[src/rtl/bcd_updown_counter.sv]
// Multi-digit BCD up/down counter with a built-in prescaler.
// Q, step and rollover are all registered; step/rollover are one-cycle pulses.
module bcd_updown_counter #(
    parameter int DIGITS   = 4,
    parameter int TICK_DIV = 100_000_000,
    parameter int DIV_W    = 27
) (
    input  logic                  clk,
    input  logic                  reset,
    input  logic                  en,
    input  logic                  up_dn,
    input  logic                  clr,
    input  logic                  load,
    input  logic [4*DIGITS-1:0]   load_val,
    output logic [4*DIGITS-1:0]   Q,
    output logic                  step,
    output logic                  rollover
);

    localparam logic [DIV_W-1:0] TICK_LAST = DIV_W'(TICK_DIV - 1);

    logic [4*DIGITS-1:0] q_q, q_d;
    logic [DIV_W-1:0]    presc_q, presc_d;
    logic                step_q, step_d;
    logic                roll_q, roll_d;

    logic [4*DIGITS-1:0] cnt_next;
    logic [4*DIGITS-1:0] load_clean;
    logic                carry;
    logic [3:0]          digit;

    // Ripple a carry/borrow from digit 0 upward; carry surviving the top digit means wrap.
    always_comb begin
        carry    = 1'b1;
        digit    = 4'd0;
        cnt_next = q_q;
        for (int i = 0; i < DIGITS; i++) begin
            digit = q_q[4*i +: 4];
            if (carry) begin
                if (up_dn) begin
                    if (digit >= 4'd9) begin
                        cnt_next[4*i +: 4] = 4'd0;
                    end else begin
                        cnt_next[4*i +: 4] = digit + 4'd1;
                        carry = 1'b0;
                    end
                end else begin
                    if (digit == 4'd0) begin
                        cnt_next[4*i +: 4] = 4'd9;
                    end else begin
                        cnt_next[4*i +: 4] = digit - 4'd1;
                        carry = 1'b0;
                    end
                end
            end
        end
    end

    // Non-decimal load digits are forced to 0 so Q never holds 10..15.
    always_comb begin
        load_clean = '0;
        for (int i = 0; i < DIGITS; i++) begin
            if (load_val[4*i +: 4] <= 4'd9) begin
                load_clean[4*i +: 4] = load_val[4*i +: 4];
            end
        end
    end

    always_comb begin
        q_d     = q_q;
        presc_d = presc_q;
        step_d  = 1'b0;
        roll_d  = 1'b0;
        if (clr) begin
            q_d     = '0;
            presc_d = '0;
        end else if (load) begin
            q_d     = load_clean;
            presc_d = '0;
        end else if (en) begin
            if (presc_q == TICK_LAST) begin
                presc_d = '0;
                q_d     = cnt_next;
                step_d  = 1'b1;
                roll_d  = carry;
            end else begin
                presc_d = presc_q + DIV_W'(1);
            end
        end
    end

    always_ff @(posedge clk or posedge reset) begin
        if (reset) begin
            q_q     <= '0;
            presc_q <= '0;
            step_q  <= 1'b0;
            roll_q  <= 1'b0;
        end else begin
            q_q     <= q_d;
            presc_q <= presc_d;
            step_q  <= step_d;
            roll_q  <= roll_d;
        end
    end

    assign Q        = q_q;
    assign step     = step_q;
    assign rollover = roll_q;

endmodule
[config.mk]
export PLATFORM = sky130hd
export DESIGN_NAME = bcd_updown_counter
export DESIGN_NICKNAME = d
export VERILOG_FILES = /design/src/rtl/bcd_updown_counter.sv
export SDC_FILE = /design/constraint.sdc
export NUM_CORES = 1
export LEC_CHECK = 0
export CAP_MARGIN = 15
export CORE_MARGIN = 2
export CORE_UTILIZATION = 55
export DETAILED_ROUTE_END_ITERATION = 16
export PLACE_DENSITY_LB_ADDON = 0.05
export SYNTH_ARGS = -nofsm -noshare
export SYNTH_HDL_FRONTEND = slang
export SYNTH_SLANG_ARGS = --single-unit
[constraint.sdc]
create_clock -name clk -period 2.48 [get_ports clk]
set_input_delay 0.496 -clock clk [delete_from_list [all_inputs] [get_ports clk]]
set_output_delay 0.496 -clock clk [all_outputs]
set_load 0.01 [all_outputs]
Run 1, I/O nets highlighted:
Scale bar: 20 um.
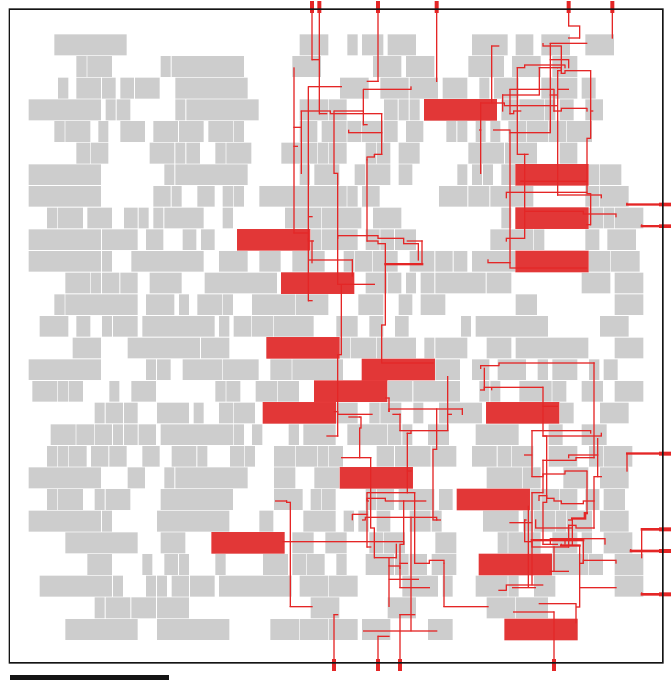
| port | color | bits | direction | end cells | buffers | wire |
|---|---|---|---|---|---|---|
| Q | red | 16 | output | 16 | 18 | 1030 um |
I/O Pins: 40
Port Buffer Count: 39

Run 1, routed metal per tile:
16 x 16 tiles, from dark blue (low) to red (high), scaled to the fullest tile. Values are wire area over tile area, all layers added.
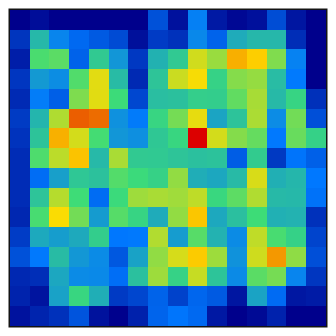
tiles over half the peak: 27%
emptiest ninth of the die: bottom left
densest ninth of the die: middle
Post-Route WL: 7766 um
wire per inst: 15.88 um
DR vias: 2893
GRT Resource Usage Total: 0.2494

==> reports/results.ini, run 1 <==
[run_status]
status=complete, no violations

[synth]
postSynthSeqShare=0.3375
synthAoiAreaFrac=0.1627
synth_adder_area_share=0.05249
synth.avg_cell_area_um2=8.899
area_leaders=dfrtp_1, xnor2_1, nor2_1, ha_1, nand2_1
simple_gate_area_frac=0.2685

[placement]
place_inst=481
gp_congestion=0.8668

[critical_path]
arrival_ns=2.52
rr_worst_depth=7
cpMaxStageDelayCell=dfrtp_1

[worst_hold_path]
min_delay_path_depth=2

[final_timing]
fin_crit_ns=2.330
setup_viol=0

[route]
drt_iter0_markers=170
top_layer=met4

[clock_tree]
insertion_delay_ns=0.30

[final_layout]
seq_area_mm2=0.001126
seq-cell-share=0.2895
stdcell_area_mm2=0.003890

[job]
warnings=35

[global_route]
busiest_layer=met2

[pwr]
p_leak_nw=1.527

Run 1, power grid:
Scale bar: 20 um. Pins as bars on the die edge. Tap cells in gray.
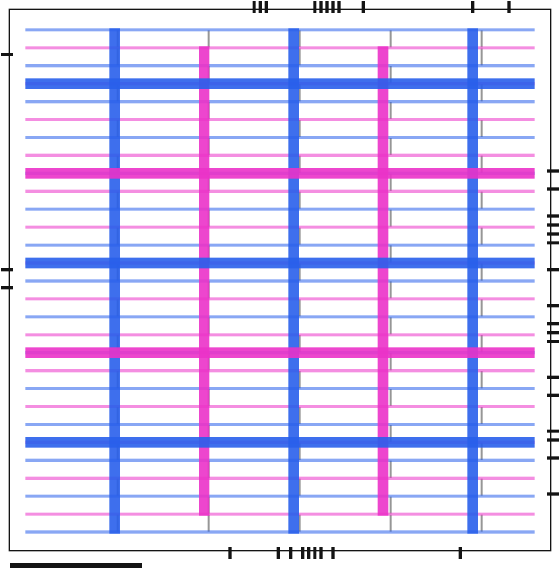
| net | color |
|---|---|
| VSS | blue |
| VDD | magenta |
met4 straps: 5
signal pins: 40

## Run 2: what changed since run 1
--- a/config.mk
+++ b/config.mk
@@ -5,11 +5,12 @@
 export SDC_FILE = /design/constraint.sdc
 export NUM_CORES = 1
 export LEC_CHECK = 0
+export ABC_CLOCK_PERIOD_IN_PS = 2400
 export CAP_MARGIN = 15
 export CORE_MARGIN = 2
 export CORE_UTILIZATION = 55
 export DETAILED_ROUTE_END_ITERATION = 16
-export PLACE_DENSITY_LB_ADDON = 0.05
+export PLACE_DENSITY_LB_ADDON = 0.3
 export SYNTH_ARGS = -nofsm -noshare
 export SYNTH_HDL_FRONTEND = slang
 export SYNTH_SLANG_ARGS = --single-unit
==> constraint.sdc (replaced) <==
create_clock -name clk -period 2.4 [get_ports clk]
set_input_delay 0.48 -clock clk [delete_from_list [all_inputs] [get_ports clk]]
set_output_delay 0.48 -clock clk [all_outputs]
set_load 0.01 [all_outputs]
Run 2, placement by cell class:
Fill, decap, tap and diode cells in gray.
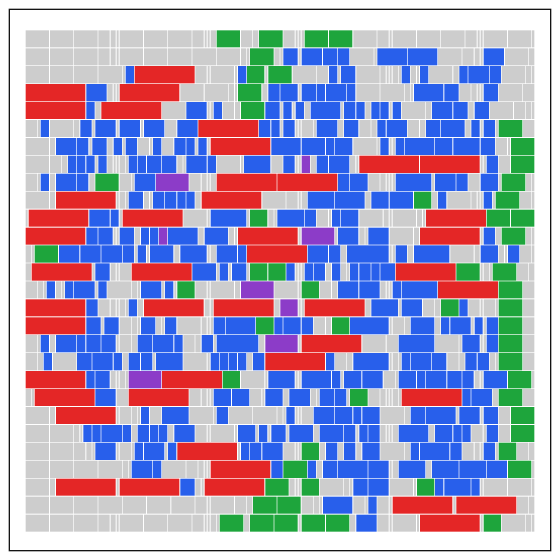
| class | color | cells | share of their area |
|---|---|---|---|
| remaining buffers and delay cells | green | 56 | 14% |
| registers | red | 45 | 30% |
| clock drivers and dummy loads | purple | 8 | 2.2% |
| remaining logic cells | blue | 309 | 54% |

==> run 2 against run 1 <==
  * Global-route usage decreased by 0.60 points
  * Area after synthesis unchanged
  * Cell count increased by 0.82%
  * Routed wire length decreased by 3.3%
  * Core utilization about the same
  * Worst setup slack improved by 0.050 ns
  * Clock power decreased by 21%
  * Flip-flop count unchanged
  * Non-clock buffer count increased by 4
  * Synthesized cell count unchanged
  * Largest power group unchanged
==> reports/results.ini, run 2 <==
[route]
drt_iter0_markers=180
drc=0
vias=2851
top_layer=met4
postRouteAntennaNets=0
drt_first_pass_iters=6
wl_met1_um=3243

[worst_hold_path]
hold-path-endpoint=presc_q[24]
hold_path.class=register to register
min_delay_path_depth=2

[synth]
simple_gate_area_frac=0.2685
synth_stat.cells=375
area_leaders=dfrtp_1, xnor2_1, nor2_1, ha_1, nand2_1
synthAoiAreaFrac=0.1627
synth_flops=45
synth_adder_area_share=0.05249
postSynthSeqShare=0.3375

[final_timing]
fin_crit_ns=2.200
worst_pin_slew_ns=0.5639
setup_viol=0
finalCritPeriodShare=0.9166

[clock_tree]
ctsResizeCount=0
insertion_delay_ns=0.30

[final_layout]
stdcell_area_mm2=0.003887
layout_top_cell=nor2_1
largestClassByArea=multi-input combinational cells
largest_reg_flops=27
seq_area_mm2=0.001126
logic_area_mm2=0.001994

[floorplanning]
die_x_um=81.89
num_io_pins=40
fp-row-count=28

[pwr]
p_leak_nw=1.528
switching_share=0.3027

[placement]
place_inst=485
port_buffers=39
dp_slack_ns=-0.02437
gp_congestion=0.8244

[critical_path]
cpMaxStageDelayCell=or3b_1
rr_worst_depth=7
arrival_ns=2.39
critPathTopFamily=simple AND/OR/NAND/NOR gates
required_ns=2.59

[run_status]
status=complete, no violations

[global_route]
busiest_layer=met2

[job]
warnings=35

Run 2, I/O nets highlighted:
Scale bar: 20 um.
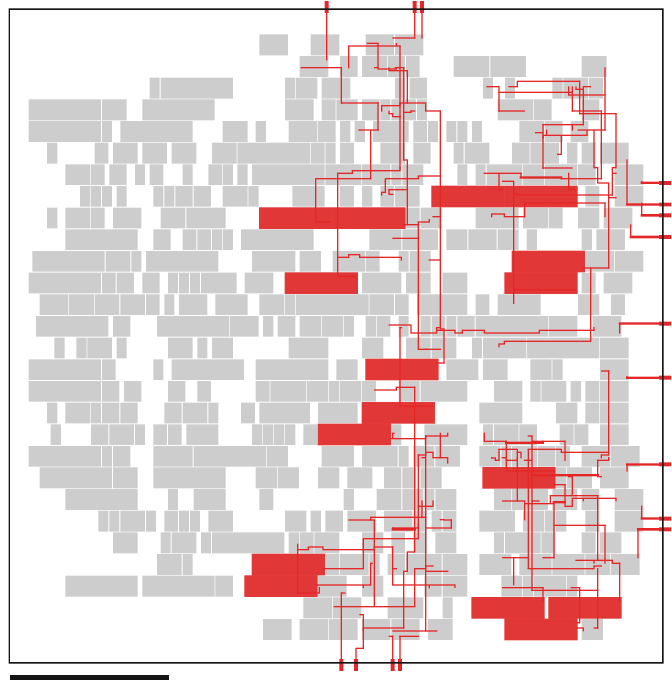
| port | color | bits | direction | end cells | buffers | wire |
|---|---|---|---|---|---|---|
| Q | red | 16 | output | 16 | 21 | 1030 um |

## Run 3: what changed since run 2
--- a/config.mk
+++ b/config.mk
@@ -10,7 +10,8 @@
 export CORE_MARGIN = 2
 export CORE_UTILIZATION = 55
 export DETAILED_ROUTE_END_ITERATION = 16
-export PLACE_DENSITY_LB_ADDON = 0.3
+export MAX_ROUTING_LAYER = met4
+export PLACE_DENSITY_LB_ADDON = 0.08
 export SYNTH_ARGS = -nofsm -noshare
 export SYNTH_HDL_FRONTEND = slang
 export SYNTH_SLANG_ARGS = --single-unit
Run 3, placement by cell class:
Fill, decap, tap and diode cells in gray.
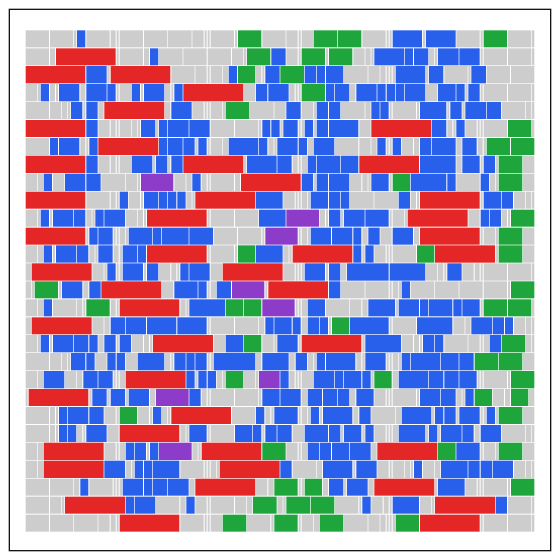
| class | color | cells | share of their area |
|---|---|---|---|
| registers | red | 45 | 30% |
| remaining buffers and delay cells | green | 54 | 13% |
| clock drivers and dummy loads | purple | 8 | 2.8% |
| remaining logic cells | blue | 309 | 54% |
# rows: 28
Core Area: 0.005886 mm^2
Final Cell Area: 0.003894 mm^2

==> run 3 against run 2 <==
  * First-iteration DRC count rose by 12%
  * Cell area rose by 0.16%
  * Via count rose by 1.7%
  * Die size did not move
  * Clock skew fell by 0.0034 ns
  * Sequential share of layout area barely moved
  * Register-to-register slack got worse by 0.02 ns
  * Sequential power rose by 0.6%
  * Largest cell class unchanged
  * Highest routed layer unchanged
==> reports/results.ini, run 3 <==
[synth]
simple_gate_area_frac=0.2685
synth_flops=45
synthAoiAreaFrac=0.1627
postSynthSeqShare=0.3375
synth_adder_area_share=0.05249
area_leaders=dfrtp_1, xnor2_1, nor2_1, ha_1, nand2_1
synth_stat.cells=375

[route]
vias=2900
wl_met1_um=3184
routedWlPerCell_um=15.43
drt_iter0_markers=201
drc=0
wirelength_um=7578
drt_first_pass_iters=4
postRouteAntennaNets=0

[final_timing]
finalCritPeriodShare=0.9255
setup_viol=0

[critical_path]
critPathTopFamily=simple AND/OR/NAND/NOR gates
required_ns=2.59
arrival_ns=2.41

[floorplanning]
num_io_pins=40

[final_layout]
layout_top_cell=nor2_1
largestClassByArea=multi-input combinational cells
seq_area_mm2=0.001126
logic_area_mm2=0.001994
largest_reg_flops=27

[clock_tree]
ctsResizeCount=0
insertion_delay_ns=0.30

[worst_hold_path]
hold_path.class=register to register
min_delay_path_depth=2

[job]
warnings=35

[pwr]
switching_share=0.2991
p_leak_nw=1.533

[run_status]
status=complete, no violations

[global_route]
busiest_layer=met2
grt.total_usage=0.2498

[placement]
port_buffers=39
place_inst=483

Run 3, power grid:
Scale bar: 20 um. Pins as bars on the die edge. Tap cells in gray.
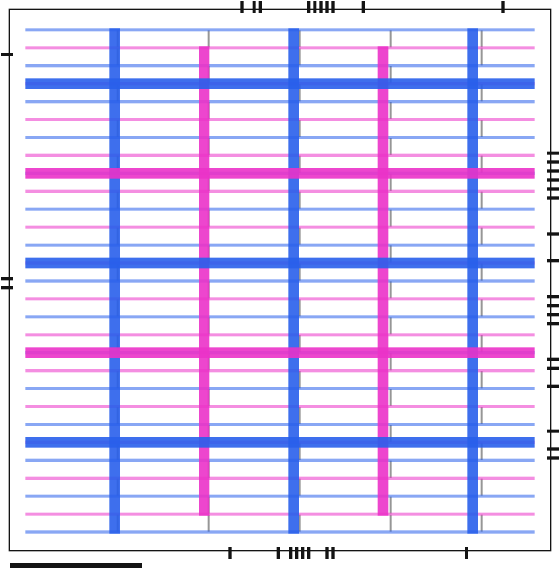
| net | color |
|---|---|
| VSS | blue |
| VDD | magenta |
rows: 28
met4 straps: 5
signal pins: 40
met1 rails: 29
Max VDD drop: 0.3109 mV
Die Wd: 81.89 um
die height: 81.89 um

No activity file was given, so power comes from the tool's default toggle rates.
